--- config.mk ---
export PLATFORM = sky130hd
export DESIGN_NAME = lpc_record_serializer
export DESIGN_NICKNAME = d
export VERILOG_FILES = /design/src/rtl/lpc_ser_pkg.sv /design/src/rtl/lpc_rec_fifo.sv /design/src/rtl/lpc_record_serializer.sv
export SDC_FILE = /design/constraint.sdc
export NUM_CORES = 1
export LEC_CHECK = 0
export CAP_MARGIN = 40
export CORE_MARGIN = 5
export CORE_UTILIZATION = 55
export DETAILED_ROUTE_END_ITERATION = 16
export PLACE_DENSITY = 0.72
export SYNTH_ARGS = -nofsm -noshare
export SYNTH_HDL_FRONTEND = slang
export SYNTH_SLANG_ARGS = --single-unit
--- constraint.sdc ---
create_clock -name clk_i -period 6.9 [get_ports clk_i]
set_input_delay 2.07 -clock clk_i [delete_from_list [all_inputs] [get_ports clk_i]]
set_output_delay 2.07 -clock clk_i [all_outputs]
set_load 0.02 [all_outputs]
--- src/rtl/lpc_ser_pkg.sv ---
// rtl/lpc_ser_pkg.sv - shared FSM encoding and framing constants for the LPC record serializer
package lpc_ser_pkg;

  // Serializer FSM states
  typedef enum logic [1:0] {
    ST_IDLE = 2'd0,
    ST_LOAD = 2'd1,
    ST_HDR  = 2'd2,
    ST_SEND = 2'd3
  } ser_state_t;

  // Frame marker sent ahead of each record when the sync byte build option is on
  localparam logic [7:0] SYNC_BYTE = 8'hA5;

  // Bytes per 32-bit cycle record
  localparam int RECORD_BYTES = 4;
  localparam int BYTE_IDX_W   = $clog2(RECORD_BYTES);

endpackage

--- src/rtl/lpc_rec_fifo.sv ---
// rtl/lpc_rec_fifo.sv - 32-bit record FIFO with level count and drop indication
module lpc_rec_fifo #(
  parameter int DEPTH = 8
) (
  input  logic                     clk_i,
  input  logic                     nrst_i,
  input  logic                     push_i,
  input  logic [31:0]              wdata_i,
  input  logic                     pop_i,
  output logic [31:0]              rdata_o,
  output logic                     full_o,
  output logic                     empty_o,
  output logic                     drop_o,
  output logic [$clog2(DEPTH):0]   level_o
);

  localparam int AW = $clog2(DEPTH);
  localparam int LW = AW + 1;

  logic [31:0]   mem [DEPTH];
  logic [AW-1:0] wr_ptr_q;
  logic [AW-1:0] rd_ptr_q;
  logic [LW-1:0] level_q;
  logic          push_acc;
  logic          pop_acc;

  // A full FIFO still takes a push when the head leaves in the same cycle
  always_comb begin
    full_o   = (level_q == LW'(DEPTH));
    empty_o  = (level_q == '0);
    pop_acc  = pop_i && !empty_o;
    push_acc = push_i && (!full_o || pop_acc);
    drop_o   = push_i && !push_acc;
    rdata_o  = mem[rd_ptr_q];
    level_o  = level_q;
  end

  // Pointers wrap naturally because DEPTH is a power of two
  always_ff @(posedge clk_i or negedge nrst_i) begin
    if (!nrst_i) begin
      wr_ptr_q <= '0;
      rd_ptr_q <= '0;
      level_q  <= '0;
    end else begin
      if (push_acc) wr_ptr_q <= wr_ptr_q + AW'(1);
      if (pop_acc)  rd_ptr_q <= rd_ptr_q + AW'(1);
      level_q <= level_q + LW'(push_acc) - LW'(pop_acc);
    end
  end

  // Storage is left unreset; only written entries are ever read
  always_ff @(posedge clk_i) begin
    if (push_acc) mem[wr_ptr_q] <= wdata_i;
  end

endmodule

--- src/rtl/lpc_record_serializer.sv ---
// rtl/lpc_record_serializer.sv - buffers LPC cycle records and sends them MSB-first as bytes; LPC_SER_SYNC_BYTE_EN adds a 0xA5 frame marker
module lpc_record_serializer
  import lpc_ser_pkg::*;
#(
  parameter int DEPTH = 8
) (
  input  logic                     clk_i,
  input  logic                     nrst_i,
  input  logic [31:0]              tdata_i,
  input  logic                     tvalid_i,
  output logic [7:0]               byte_o,
  output logic                     byte_valid_o,
  input  logic                     byte_ready_i,
  output logic [$clog2(DEPTH):0]   level_o,
  output logic                     overflow_o,
  input  logic                     ovf_clr_i
);

  ser_state_t              state_q;
  ser_state_t              state_d;
  logic [31:0]             shreg_q;
  logic [BYTE_IDX_W-1:0]   idx_q;
  logic                    pop;
  logic [31:0]             fifo_rdata;
  logic                    fifo_full;
  logic                    fifo_empty;
  logic                    fifo_drop;
  logic                    last_byte;

  lpc_rec_fifo #(
    .DEPTH (DEPTH)
  ) u_fifo (
    .clk_i   (clk_i),
    .nrst_i  (nrst_i),
    .push_i  (tvalid_i),
    .wdata_i (tdata_i),
    .pop_i   (pop),
    .rdata_o (fifo_rdata),
    .full_o  (fifo_full),
    .empty_o (fifo_empty),
    .drop_o  (fifo_drop),
    .level_o (level_o)
  );

  assign last_byte = (idx_q == BYTE_IDX_W'(RECORD_BYTES - 1));

  // State register; reset aborts any frame in flight
  always_ff @(posedge clk_i or negedge nrst_i) begin
    if (!nrst_i) state_q <= ST_IDLE;
    else         state_q <= state_d;
  end

  // Next-state logic; byte transfers complete on valid and ready together
  always_comb begin
    state_d = state_q;
    case (state_q)
      ST_IDLE: if (!fifo_empty) state_d = ST_LOAD;
`ifdef LPC_SER_SYNC_BYTE_EN
      ST_LOAD: state_d = ST_HDR;
`else
      ST_LOAD: state_d = ST_SEND;
`endif
      ST_HDR:  if (byte_ready_i) state_d = ST_SEND;
      ST_SEND: if (byte_ready_i && last_byte) state_d = fifo_empty ? ST_IDLE : ST_LOAD;
      default: state_d = ST_IDLE;
    endcase
  end

  // Outputs decode from the state register only, so valid never follows ready
  always_comb begin
    pop          = 1'b0;
    byte_valid_o = 1'b0;
    byte_o       = 8'h00;
    case (state_q)
      ST_LOAD: pop = 1'b1;
      ST_HDR: begin
        byte_valid_o = 1'b1;
        byte_o       = SYNC_BYTE;
      end
      ST_SEND: begin
        byte_valid_o = 1'b1;
        byte_o       = shreg_q[31:24];
      end
      default: ;
    endcase
  end

  // Record shifter: load the FIFO head, then shift one byte per accepted transfer
  always_ff @(posedge clk_i or negedge nrst_i) begin
    if (!nrst_i) begin
      shreg_q <= '0;
      idx_q   <= '0;
    end else if (state_q == ST_LOAD) begin
      shreg_q <= fifo_rdata;
      idx_q   <= '0;
    end else if (state_q == ST_SEND && byte_ready_i) begin
      shreg_q <= {shreg_q[23:0], 8'h00};
      idx_q   <= idx_q + BYTE_IDX_W'(1);
    end
  end

  // Sticky drop flag; a drop in the same cycle as a clear keeps the flag set
  always_ff @(posedge clk_i or negedge nrst_i) begin
    if (!nrst_i)        overflow_o <= 1'b0;
    else if (fifo_drop) overflow_o <= 1'b1;
    else if (ovf_clr_i) overflow_o <= 1'b0;
  end

  // Unused while the FIFO reports drops directly; kept for the full indication path
  logic unused_full;
  assign unused_full = fifo_full;

endmodule
==> images/cell_density.png <==
The die is cut into 16 by 16 equal tiles; white is low, dark blue is high, 0 to 100% covered.
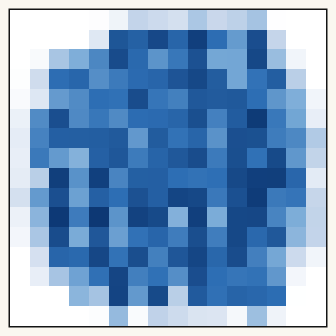
fullest tile: 97%
nearly empty tiles: 13%
mean over tiles: 54%
tiles over 75% full: 36%
emptiest ninth of the die: north-west
core area: 21800 µm²
Post-Route Utilization: 0.641
Init Core Util: 0.557

==> impl_metrics.tcl <==
# implementation run metrics
set metrics [dict create \
    drv_cap 0 \
    die_w_um 159 \
    rr_endpoint "u_fifo.mem[5][12]$_DFFE_PP_" \
    cts_max_path_buffers 3 \
    comb_share 0.216 \
    ys.flops 303 \
    gp_congestion 0.746 \
    grt_first_pass_wirelength_um 37000 \
    grt_max_degree 63 \
    cts_setup_buffers 0 \
    syn_avg_cell_area_um2 18.9 \
    regArea_um2 8870 \
    seq-cell-share 0.634 \
    reg2reg_from "state_q[1]$_DFFE_PN0P_" \
    grt_use_met1 0.265 \
    flop_cell "edfxtp_1" \
    tightest_slew_ns 0.859 \
    critPathTopFamily "buffers and inverters" \
    crit_chain "ha_1 -> and2_1 -> clkdlybuf4s50_1" \
    drtPass1Iterations 5 \
    fin_crit_sh 0.621 \
    hold_slack_ns 0.493 \
    grt_setup_unrepaired "no" \
    p_per_area_nw_per_um2 434 \
    outcome "completed" \
    regMostFlops "u_fifo.mem" \
    yosys.area_share.simple 0.0294 \
    yosysChipArea_um2 12200 \
    final_cells 1013 \
    synth_cell_types 44 \
    p_sw_frac 0.308 \
    mostFrequentLayoutCell "edfxtp_1" \
    top_usage_layer "met2" \
    logic_family "multiplexers" \
    p_sw_mw 1.87 \
    root_buffer "clkbuf_16" \
    m1WireLength_um 9900 \
    n_antenna_cell 0 \
    startpoint_type "flop" \
    num_vias 6152 \
    fin_ws_ns 2.62 \
    synth_area_um2 12200 \
    use_met2 0.331 \
    comb_cells 295 \
    drtIter0Drc 389 \
    p_int_mw 4.21 \
    dominant_cells "registers" \
    yosysWarnings 0 \
]
==> images/placement.png <==
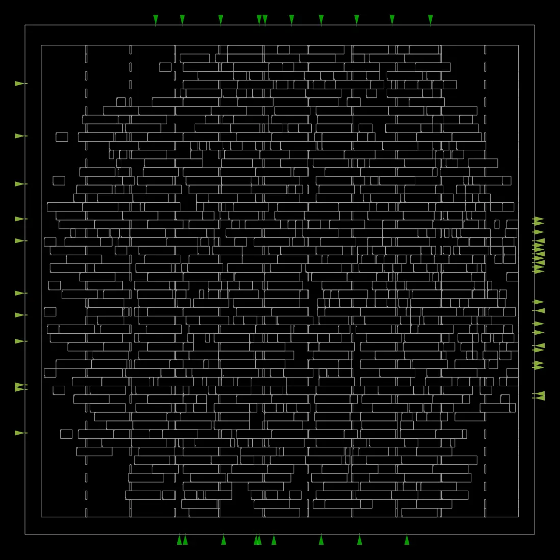
# fillers: 1436
Std-Cell Rows: 54

